## config.mk

```make
export PLATFORM = sky130hd
export DESIGN_NAME = square_recon_flat
export DESIGN_NICKNAME = d
export VERILOG_FILES = /design/src/rtl/square_recon_if.sv /design/src/rtl/square_recon.sv /design/src/flat_wrapper.sv
export SDC_FILE = /design/constraint.sdc
export NUM_CORES = 1
export LEC_CHECK = 0
export CAP_MARGIN = 20
export CORE_MARGIN = 2
export CORE_UTILIZATION = 50
export CTS_CLUSTER_DIAMETER = 40
export DETAILED_ROUTE_END_ITERATION = 8
export PLACE_DENSITY = 0.76
export SYNTH_ARGS = -nofsm -noshare
export SYNTH_HDL_FRONTEND = slang
export SYNTH_SLANG_ARGS = --single-unit
```

## constraint.sdc

```tcl
create_clock -name CLK -period 3.02 [get_ports CLK]
set_input_delay 0.453 -clock CLK [delete_from_list [all_inputs] [get_ports CLK]]
set_output_delay 0.453 -clock CLK [all_outputs]
set_load 0.01 [all_outputs]
```

## src/rtl/square_recon_if.sv

```systemverilog
// Operand/result handshake bundle for square_recon.
// The producer/consumer side uses master; the reconstruction unit uses slave.
interface square_recon_if #(
  parameter int W = 8
);
  logic           in_valid;
  logic           in_ready;
  logic [W-1:0]   root;
  logic [W:0]     rem;
  logic           out_valid;
  logic           out_ready;
  logic [2*W-1:0] num;
  logic           exact;
  logic           err;

  modport master (
    output in_valid,
    output root,
    output rem,
    output out_ready,
    input  in_ready,
    input  out_valid,
    input  num,
    input  exact,
    input  err
  );

  modport slave (
    input  in_valid,
    input  root,
    input  rem,
    input  out_ready,
    output in_ready,
    output out_valid,
    output num,
    output exact,
    output err
  );
endinterface

```

## src/rtl/square_recon.sv

```systemverilog
// Rebuilds num = root*root + rem with a one-bit-per-clock shift-add squarer,
// and regenerates the perfect-square and illegal-remainder flags.
module square_recon #(
  parameter int W = 8
) (
  input  logic        CLK,
  input  logic        RST,
  square_recon_if.slave bus
);

  localparam int CW = (W > 1) ? $clog2(W) : 1;
  localparam int AW = 2 * W + 1;

  typedef enum logic [1:0] {
    IDLE = 2'd0,
    MUL  = 2'd1,
    ADD  = 2'd2,
    DONE = 2'd3
  } state_t;

  state_t          state_reg;
  logic [W-1:0]    rroot_reg;
  logic [W:0]      rrem_reg;
  logic [AW-1:0]   acc_reg;
  logic [CW-1:0]   cnt_reg;
  logic [2*W-1:0]  num_reg;
  logic            exact_reg;
  logic            err_reg;
  logic            in_ready_reg;
  logic            out_valid_reg;

  logic [AW-1:0]   pp [W];
  logic [AW-1:0]   mul_next;
  logic [AW-1:0]   add_next;
  logic            err_next;

  // Partial product for each root bit; MUL picks the one for the current cnt.
  for (genvar gi = 0; gi < W; gi++) begin : g_pp
    assign pp[gi] = rroot_reg[gi] ? (AW'(rroot_reg) << gi) : '0;
  end

  assign mul_next = acc_reg + pp[cnt_reg];
  assign add_next = acc_reg + AW'(rrem_reg);
  // Both sides widened to W+2 bits so 2*root cannot wrap.
  assign err_next = ({1'b0, rrem_reg} > {1'b0, rroot_reg, 1'b0});

  always_ff @(posedge CLK) begin
    if (RST) begin
      state_reg     <= IDLE;
      rroot_reg     <= '0;
      rrem_reg      <= '0;
      acc_reg       <= '0;
      cnt_reg       <= '0;
      num_reg       <= '0;
      exact_reg     <= 1'b0;
      err_reg       <= 1'b0;
      in_ready_reg  <= 1'b1;
      out_valid_reg <= 1'b0;
    end else begin
      case (state_reg)
        IDLE: begin
          if (bus.in_valid) begin
            rroot_reg    <= bus.root;
            rrem_reg     <= bus.rem;
            acc_reg      <= '0;
            cnt_reg      <= '0;
            in_ready_reg <= 1'b0;
            state_reg    <= MUL;
          end
        end
        MUL: begin
          acc_reg <= mul_next;
          cnt_reg <= cnt_reg + 1'b1;
          if (cnt_reg == CW'(W - 1)) begin
            state_reg <= ADD;
          end
        end
        ADD: begin
          acc_reg       <= add_next;
          num_reg       <= add_next[2*W-1:0];
          exact_reg     <= (rrem_reg == '0);
          err_reg       <= err_next;
          out_valid_reg <= 1'b1;
          state_reg     <= DONE;
        end
        DONE: begin
          if (bus.out_ready) begin
            out_valid_reg <= 1'b0;
            in_ready_reg  <= 1'b1;
            state_reg     <= IDLE;
          end
        end
        default: begin
          state_reg <= IDLE;
        end
      endcase
    end
  end

  assign bus.in_ready  = in_ready_reg;
  assign bus.out_valid = out_valid_reg;
  assign bus.num       = num_reg;
  assign bus.exact     = exact_reg;
  assign bus.err       = err_reg;

endmodule
```

## src/flat_wrapper.sv

```systemverilog
// flat-port wrapper written by rule: the top's interface ports become plain ports
module square_recon_flat 
#(
  parameter int W = 8
)
  (CLK, RST, bus_in_valid, bus_root, bus_rem, bus_out_ready, bus_in_ready, bus_out_valid, bus_num, bus_exact, bus_err);
  square_recon_if #(.W(W)) bus_i ();
  input  logic CLK;
  input  logic RST;
  input wire logic [$bits(bus_i.in_valid)-1:0] bus_in_valid;
  input wire logic [$bits(bus_i.root)-1:0] bus_root;
  input wire logic [$bits(bus_i.rem)-1:0] bus_rem;
  input wire logic [$bits(bus_i.out_ready)-1:0] bus_out_ready;
  output wire logic [$bits(bus_i.in_ready)-1:0] bus_in_ready;
  output wire logic [$bits(bus_i.out_valid)-1:0] bus_out_valid;
  output wire logic [$bits(bus_i.num)-1:0] bus_num;
  output wire logic [$bits(bus_i.exact)-1:0] bus_exact;
  output wire logic [$bits(bus_i.err)-1:0] bus_err;
  assign bus_i.in_valid = bus_in_valid;
  assign bus_i.root = bus_root;
  assign bus_i.rem = bus_rem;
  assign bus_i.out_ready = bus_out_ready;
  assign bus_in_ready = bus_i.in_ready;
  assign bus_out_valid = bus_i.out_valid;
  assign bus_num = bus_i.num;
  assign bus_exact = bus_i.exact;
  assign bus_err = bus_i.err;
  square_recon #(.W(W)) u_core (.CLK(CLK), .RST(RST), .bus(bus_i));
endmodule
```

### Cell placement, run 1

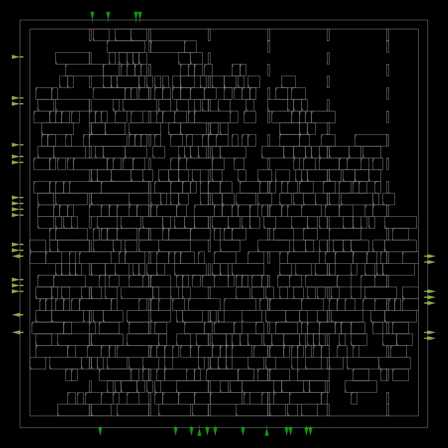
standard-cell rows: 33
CORE AREA: 8090 µm²
sequential cells: 58
Final Util: 0.623
flop share of the area: 0.235

### Signal wires on met2, run 1

Scale: 4 px per µm.
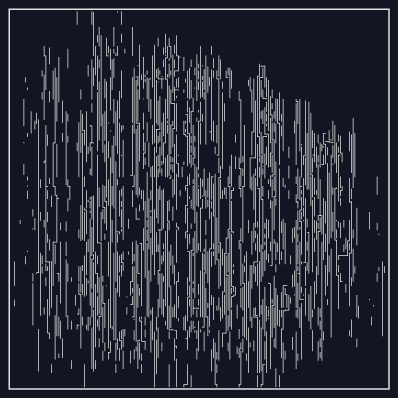
wire length on this layer	5,560 µm
nets with wire on the layer	533

### Pin placement, run 1

Scale: 4 px per µm. Pins as bars across the die edge, other pins in grey.
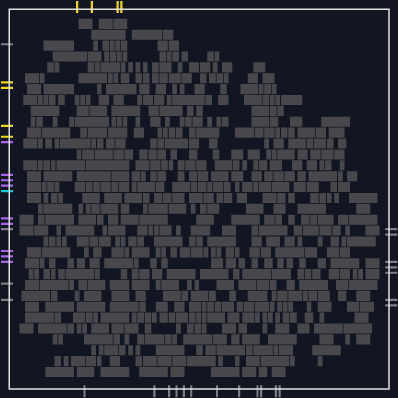
colour	port	pins	direction	edge
cyan	`bus_in_valid`	1	input	left
yellow	`bus_root`	8	input	4 left, 4 top
purple	`bus_rem`	9	input	left
all pins by edge	18 left, 12 bottom, 7 right, 4 top

### I/O nets highlighted, run 1

Scale: 3 px per µm.
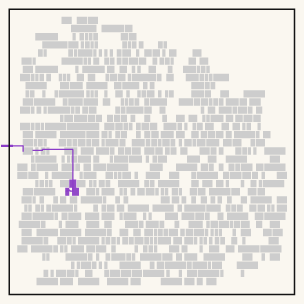
colour	port	bits	direction	edge	end cells	buffers	wire
purple	`bus_in_valid`	1	input	left	3	1	36.4 µm

run 1: synth_stat cells, drive strengths merged, types with 4 or more instances:
library cell  instances
nand2                84
a21oi                60
dfxtp                58
nor2                 47
ha                   38
clkbuf               28
nand3                28
o21ai                25
inv                  22
xnor2                14
xor2                 13
a21o                 11
o22ai                 9
a211oi                7
mux2i                 7
nand2b                7
nand4                 7
nor3                  7
nor2b                 6
buf                   5
a32oi                 4
and2                  4
and3                  4
o211ai                4
o21a                  4
or3                   4
run 1: power breakdown:
| group | switching [mW] | total (mW) | internal (mW) | leakage, nW |
|---|---|---|---|---|
| sequential | 0.126 | 1.01 | 0.882 | 0.476 |
| clock | 0.340 | 0.765 | 0.425 | 0.0986 |
| combinational | 0.686 | 1.17 | 0.489 | 1.48 |
| total | 1.15 | 2.95 | 1.80 | 2.05 |
run 1: worst max-delay path: stages, from the launching register on:
cell     delay [ns]
dfxtp_4        0.37
buf_12         0.15
xor2_2         0.16
nand3_1        0.11
a21oi_2        0.14
ha_1           0.25
a21oi_1        0.16
nor2b_1        0.06
a311o_1        0.35
a211o_1        0.32
a311o_1        0.34
a221o_1        0.30
o21a_1         0.10
run 1: repair_timing:
| action | 4_1_cts | 5_1_grt |
|---|---|---|
| pin swaps | 0 | 5 |
| setup endpoints to repair | 1 | 6 |
| setup buffers | 0 | 3 |
| resized | 1 | 24 |
run 1: per-stage QoR:
stage / setup TNS [ns] / setup slack (ns) / total power [mW]
after CTS: 0 / 0.0145 / 2.91
after detailed placement: 0 / 0.00722 / 2.15
after global placement: 0 / 0.0385 / 2.12
final: 0 / 0.0997 / 2.95
after global routing: -0.0408 / -0.0334 / 3.13
after floorplan: 0 / 0.0694 / 1.73
==> qor.csv, run 1 <==
metric,value,unit
dp_hpwl,8490,µm
cts_hold_buf,0,
gp_congestion,0.903,
synthAdderAreaFrac,0.126,
yosysTopAreaCell,dfxtp_1,
edf_count,0,
placed_area,4740,µm²
sh_comb_area,0.552,
rrSetupSlack,0.1,ns
drc,0,
grt-ovfl-total,0,
ir_worst_vdd,0.000407,V
relSlewSlack,0.618,
cts_buffers,9,
clk_path_buf_depth,2,
buffers,73,
path_max_fanout,16,
syn-cell-area,4100,µm²
simple_gate_share,0.220,
top_cell_area_share,0.283,
crit_path_end_kind,flop,
drv_cap,0,
die_y,94.6,µm
grt_antenna_before_repair,0,
worstSetupStartpointType,flop,
holdCritStartpoint,u_core.bus.num[1],
status,finished clean,
vias,4192,
synth_nets,608,
final.setup_skew,0.00914,ns
min_to,u_core.bus.num[1],
clock_sinks,58,
final_nets,659,
aoi_share,0.238,
tapCellCount,105,
ys_area,4100,µm²
grt_use_met3,0.0399,
largest_class,combinational gates,
boundaryPins,41,
crit_required,3.27,ns
post_synth_num_cell_types,53,
synth_flops,58,
regArea,1180,µm²
### Metal layers overlaid, run 1

Scale: 3 px per µm. Two of the layers only.
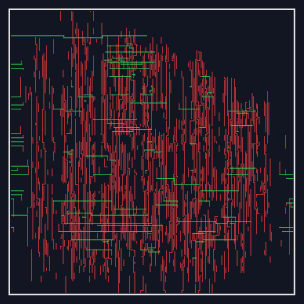

==> run 1 -> run 2 <==
--- a/config.mk
+++ b/config.mk
@@ -7,10 +7,11 @@
 export LEC_CHECK = 0
 export CAP_MARGIN = 20
 export CORE_MARGIN = 2
-export CORE_UTILIZATION = 50
+export CORE_UTILIZATION = 46
 export CTS_CLUSTER_DIAMETER = 40
 export DETAILED_ROUTE_END_ITERATION = 8
-export PLACE_DENSITY = 0.76
+export GPL_TIMING_DRIVEN = 0
+export PLACE_DENSITY = 0.71
 export SYNTH_ARGS = -nofsm -noshare
 export SYNTH_HDL_FRONTEND = slang
 export SYNTH_SLANG_ARGS = --single-unit
### Metal layers overlaid, run 2

Scale: 3 px per µm. Two of the layers only.
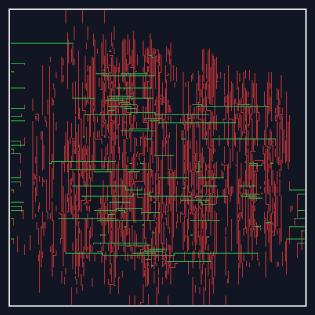
colour	layer	wire length
red	met2	6,100 µm
green	met3	773 µm

### Pin placement, run 2

Scale: 4 px per µm. Pins as bars across the die edge, other pins in grey.
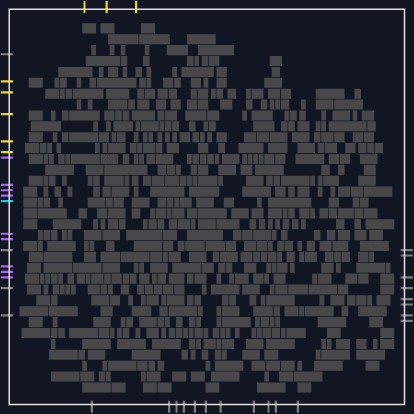
colour	port	pins	direction	edge
purple	`bus_rem`	9	input	left
yellow	`bus_root`	8	input	5 left, 3 top
cyan	`bus_in_valid`	1	input	left

==> run 2 against run 1 <==
The flow now finishes with violations (negative setup slack). Count of clock-buffer cells in the layout stayed put. Wire length is 9.8% higher. Synthesized cell count stayed put. Via count is 2.6% higher. Clock skew is 0.0010 ns higher.
==> qor.csv, run 2 <==
metric,value,unit
grt_use_met3,0.0553,
vias,4303,
insertedDiodeCount,0,
synth_flops,58,
hp-class,reg2reg,
synth_seq_share,0.283,
top_cell_area_share,0.283,
p_switching,1.18,mW
relSlewSlack,0.556,
synthCells,547,
rows,34,
violations,negative setup slack,
drc,0,
syn-cell-area,4100,µm²
cts_tree,built,
ant_nets,0,
grt.met1_usage,0.325,
floorplan.core_util,0.473,
holdCritStartpoint,u_core.bus.num[1],
r2r_end,u_core.acc_reg[15],
placed_area,4640,µm²
grt_use_total,0.255,
gp_congestion,0.893,
worstSetupStartpointType,flop,
lay_top_count,nand2_1,
power.internal,1.89,mW
post-route-min-period,3.07,ns
final.setup_skew,0.0102,ns
setup_ws,-0.0498,ns
area_growth,28.1,%
critPathMaxStageDelay,0.36,ns
flop_cell,dfxtp_1,
crit_cells,13,
busiest_layer,met2,
grt_pass1_vias,4145,
ir_worst_vdd,0.000362,V
crit_path_start,u_core.cnt_reg[2],
p_leak,2.08,nW
path_max_fanout,9,
status,"complete, but fails checks",
swShare,0.384,
post_drt_wl_per_cell,17.4,µm
drv_cap,0,
final_area,5260,µm²
cp_top_family,AND-OR/OR-AND gates,
clk_path_buf_depth,2,
rrSetupSlack,-0.05,ns
path_buffers,1,
setup_violations,1,
cp_slowest_cell,ha_1,
boundaryPins,41,
first_pass_iters,5,
post_synth_num_cell_types,53,
ys_area,4100,µm²
wl_met2,6100,µm
yosysTopAreaCell,dfxtp_1,
utilization,0.606,
cts_buffers,9,
p_clk_frac,0.272,
min_to,u_core.bus.num[1],
route.met3.wl,772,µm
yosys-top-cells-count,"nand2_1 (84), a21oi_1 (60), dfxtp_1 (58), nor2_1 (47), ha_1 (38)",
final_nets,672,
grt-ovfl-total,0,
synth_top_cell_by_count,nand2_1,
clock_sinks,58,
pwr-share-comb,0.397,
core,8680,µm²
die_y,98.4,µm
critical_path.endpoint,u_core.acc_reg[15],
finalClockPeriodUsage,1.02,
crit_path_end_kind,flop,
cp_cell_sequence,buf_4 > xor2_4 > nand3_1 > o31ai_2 > nand2_1 > o21ai_1 > ha_1 > nand4_1 > nor2_1 > a211o_1 > a311o_1 > a221o_1 > o21a_1,
crit_required,3.26,ns
grt_pass1_wl,19700,µm
yosysWarningCount,0,
grt_antenna_before_repair,0,
dp_hpwl,8770,µm
synth_nets,608,
cts_hold_buf,0,
p_seq_frac,0.332,
grt_start_max_net_pins,11,
edf_count,0,
### Signal wires on met2, run 2

Scale: 4 px per µm.
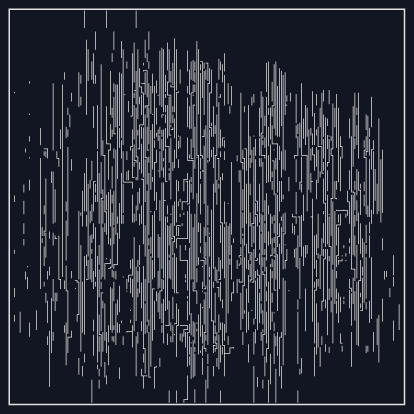
main direction	vertical
nets with wire on the layer	560
longest straight run	47.9 µm
share of all routed wire	48%
wire length on this layer	6,100 µm

## run 2: cell type report
type,count,area (µm²)
multi-input cells,434,2910
inverters,22,86.3
plain buffers,27,174
clock buffers,12,155
fillers,805,3420
clock inverters,4,73.8
repair buffers,59,547
well taps,108,135
flip-flops and latches,58,1180
## run 2: what timing repair did
action                     in CTS  in global routing
buffers inserted               11                  8
resized                        39                 31
pin swaps                       9                 14
setup endpoints to repair       8                  7
## run 2: power groups by stage
stage | Combinational (mW) | Sequential (mW) | Clock (mW)
CTS | 1.15 | 1.01 | 0.845
global placement | 1.10 | 0.978 | 0
global route | 1.34 | 1.03 | 0.891
finish | 1.22 | 1.02 | 0.835
detailed placement | 1.12 | 0.982 | 0
floorplan | 0.748 | 0.978 | 0
## run 2: worst reg2reg max path, stage by stage (launching register included)
cell and delay (ns):
dfxtp_1 0.34, buf_4 0.21, xor2_4 0.21, nand3_1 0.12, o31ai_2 0.09, nand2_1 0.10
o21ai_1 0.16, ha_1 0.36, nand4_1 0.20, nor2_1 0.07, a211o_1 0.35, a311o_1 0.33
a221o_1 0.34, o21a_1 0.11
## run 2: per-stage QoR
stage,setup WS [ns],TNS [ns],std cells,power [mW]
after detailed placement,-0.419,-1.61,695,2.10
after CTS,-0.0117,-0.0117,716,3.00
after floorplan,0.0694,0,547,1.73
final,-0.0498,-0.0498,724,3.07
after global routing,-0.152,-0.330,724,3.26
after global placement,-0.368,-1.24,695,2.08
## run 2: logic make-up (layout without fill, tap and decap cells)
kind of cell / Yosys count / after routing / share of synthesized area
simple gates: 203 / 203 / 0.220
compound gates: 155 / 155 / 0.238
mux: 9 / 9 / 0.0253
buf+inv: 55 / 124 / 0.0506
fa+ha+maj: 40 / 40 / 0.126
xor+xnor: 27 / 27 / 0.0576
flops: 58 / 58 / 0.283
### Cell placement, run 2

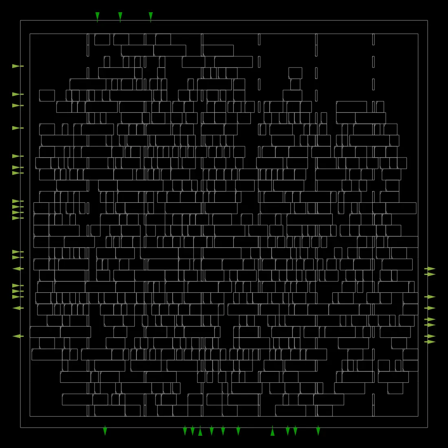

==> run 2 -> run 3 <==
--- a/config.mk
+++ b/config.mk
@@ -5,11 +5,11 @@
 export SDC_FILE = /design/constraint.sdc
 export NUM_CORES = 1
 export LEC_CHECK = 0
-export CAP_MARGIN = 20
 export CORE_MARGIN = 2
 export CORE_UTILIZATION = 46
 export CTS_CLUSTER_DIAMETER = 40
 export DETAILED_ROUTE_END_ITERATION = 8
+export GPL_ROUTABILITY_DRIVEN = 0
 export GPL_TIMING_DRIVEN = 0
 export PLACE_DENSITY = 0.71
 export SYNTH_ARGS = -nofsm -noshare
### Cell placement, run 3

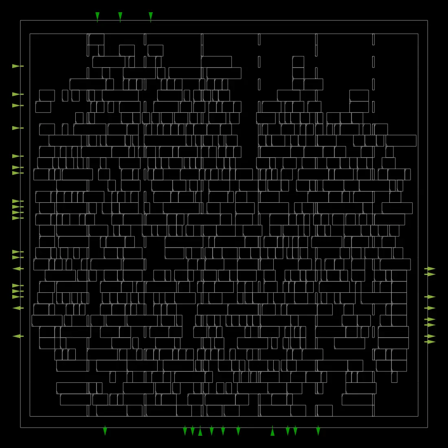
CORE AREA: 8680 µm²
flop share of the area: 0.230
Final Util: 0.590
Layout Cells excl Fill: 718
TAP cells: 108

### I/O nets highlighted, run 3

Scale: 3 px per µm.
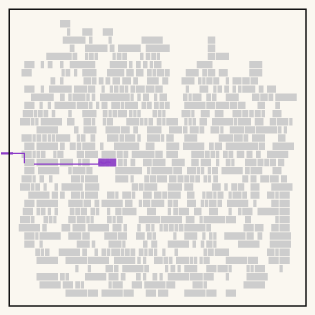
colour	port	bits	direction	edge	end cells	buffers	wire
purple	`bus_in_valid`	1	input	left	3	1	34.6 µm

==> run 3 against run 2 <==
Fmax up 0.33%. Sequential cell count did not move. Clock skew is 0.0012 ns higher. Largest cell class unchanged. Cell count is 0.83% lower. Largest power group unchanged. Via count is 2.1% lower. Synthesized cell count unchanged. Count of clock-buffer cells in the layout decreased by 1. Worst setup slack improved by 0.010 ns. The flow still finishes with violations (negative setup slack).
==> qor.csv, run 3 <==
metric,value,unit
grt_pass1_vias,3796,
relSlewSlack,0.586,
grt-ovfl-total,0,
violations,negative setup slack,
flop_cell,dfxtp_1,
final_area,5120,µm²
cts_buffers,9,
grt_use_met3,0.0376,
setup_ws,-0.0398,ns
synth_seq_share,0.283,
muxShareOfSynthArea,0.0253,
grt_antenna_before_repair,0,
power.internal,1.77,mW
final_nets,666,
sh_comb_area,0.561,
setup_tns,-0.0398,ns
min_to,u_core.bus.num[4],
grt_start_max_net_pins,11,
synth_nets,608,
first_pass_iters,5,
busiest_layer,met2,
p_clk_frac,0.251,
hp-class,reg2reg,
crit_required,3.26,ns
simple_gate_share,0.220,
finalClockPeriodUsage,1.01,
comb_cells,434,
clock_sinks,58,
p_switching,1.16,mW
clk_path_buf_depth,2,
route.met3.wl,681,µm
setup_violations,1,
path_max_fanout,5,
ys_area,4100,µm²
largest_class,combinational gates,
post_synth_num_cell_types,53,
buf_share,0.128,
worstSetupStartpointType,flop,
ir_worst_vdd,0.000385,V
insertedDiodeCount,0,
cts_hold_buf,0,
p_leak,2.02,nW
buffers,80,
yosysWarningCount,0,
status,"complete, but fails checks",
drv_cap,0,
post_drt_wl_per_cell,16.7,µm
aoi_share,0.238,
layout.area.comb,2870,µm²
clk_share,0.0381,
pwr-share-comb,0.403,
placed_area,4640,µm²
wl_met2,5740,µm
crit_path_end_kind,flop,
floorplan.core_util,0.473,
vias,4213,
rrSetupSlack,-0.04,ns
nClkBuffers,11,
synthCells,547,
### Signal wires on met2, run 3

Scale: 4 px per µm.
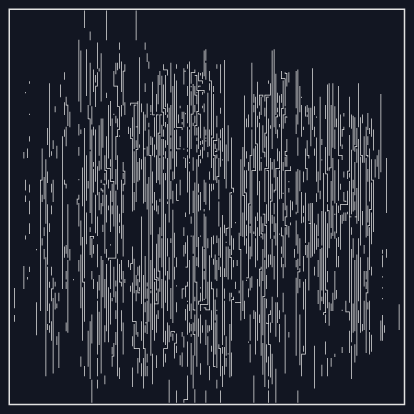
main direction	vertical
longest straight run	42.2 µm
wire length on this layer	5,740 µm
share of all routed wire	48%

[run 3: worst max-delay path by stage]
| stage | to | slack, ns | depth (start not counted) |
|---|---|---|---|
| 3_3_place_gp | u_core.acc_reg[14] | -0.39 | 11 |
| 3_5_place_dp | u_core.acc_reg[14] | -0.39 | 12 |
| 2_1_floorplan | u_core.acc_reg[15] | 0.07 | 11 |
| 5_1_grt | u_core.acc_reg[15] | -0.08 | 13 |
| 6_report | u_core.acc_reg[15] | -0.04 | 10 |
| 4_1_cts | u_core.acc_reg[15] | 0.009 | 12 |
[run 3: cells by family after synthesis]
group                      Yosys count
adders and majority gates           40
xor gates and xnor gates            27
DFF                                 58
and+or+nand+nor                    203
AOI/OAI and AO/OA                  155
muxes                                9
buffers and inverters               55
[run 3: worst max-delay path: stages, from the launching register on]
cell and delay, ns:
dfxtp_4 0.40, clkinvlp_4 0.14, or3_4 0.35, a21oi_2 0.17
ha_1 0.27, nor2b_4 0.14, a311o_1 0.41, a211o_1 0.32
a311o_1 0.37, a221o_1 0.30, o21a_1 0.10
[run 3: what timing repair did]
item | 4_1_cts | 5_1_grt
pin swaps | 5 | 12
gates resized | 22 | 43
setup buffers | 3 | 10
setup endpoints to repair | 8 | 6
[run 3: power by group through the flow]
| stage | sequential [mW] | clock [mW] | combinational [mW] |
|---|---|---|---|
| after global routing | 1.03 | 0.769 | 1.31 |
| after floorplan | 0.978 | 0 | 0.748 |
| after global placement | 0.978 | 0 | 1.10 |
| after CTS | 1.00 | 0.742 | 1.10 |
| final | 1.01 | 0.732 | 1.18 |
| after detailed placement | 0.983 | 0 | 1.12 |
Power and IR drop assume default switching activity.
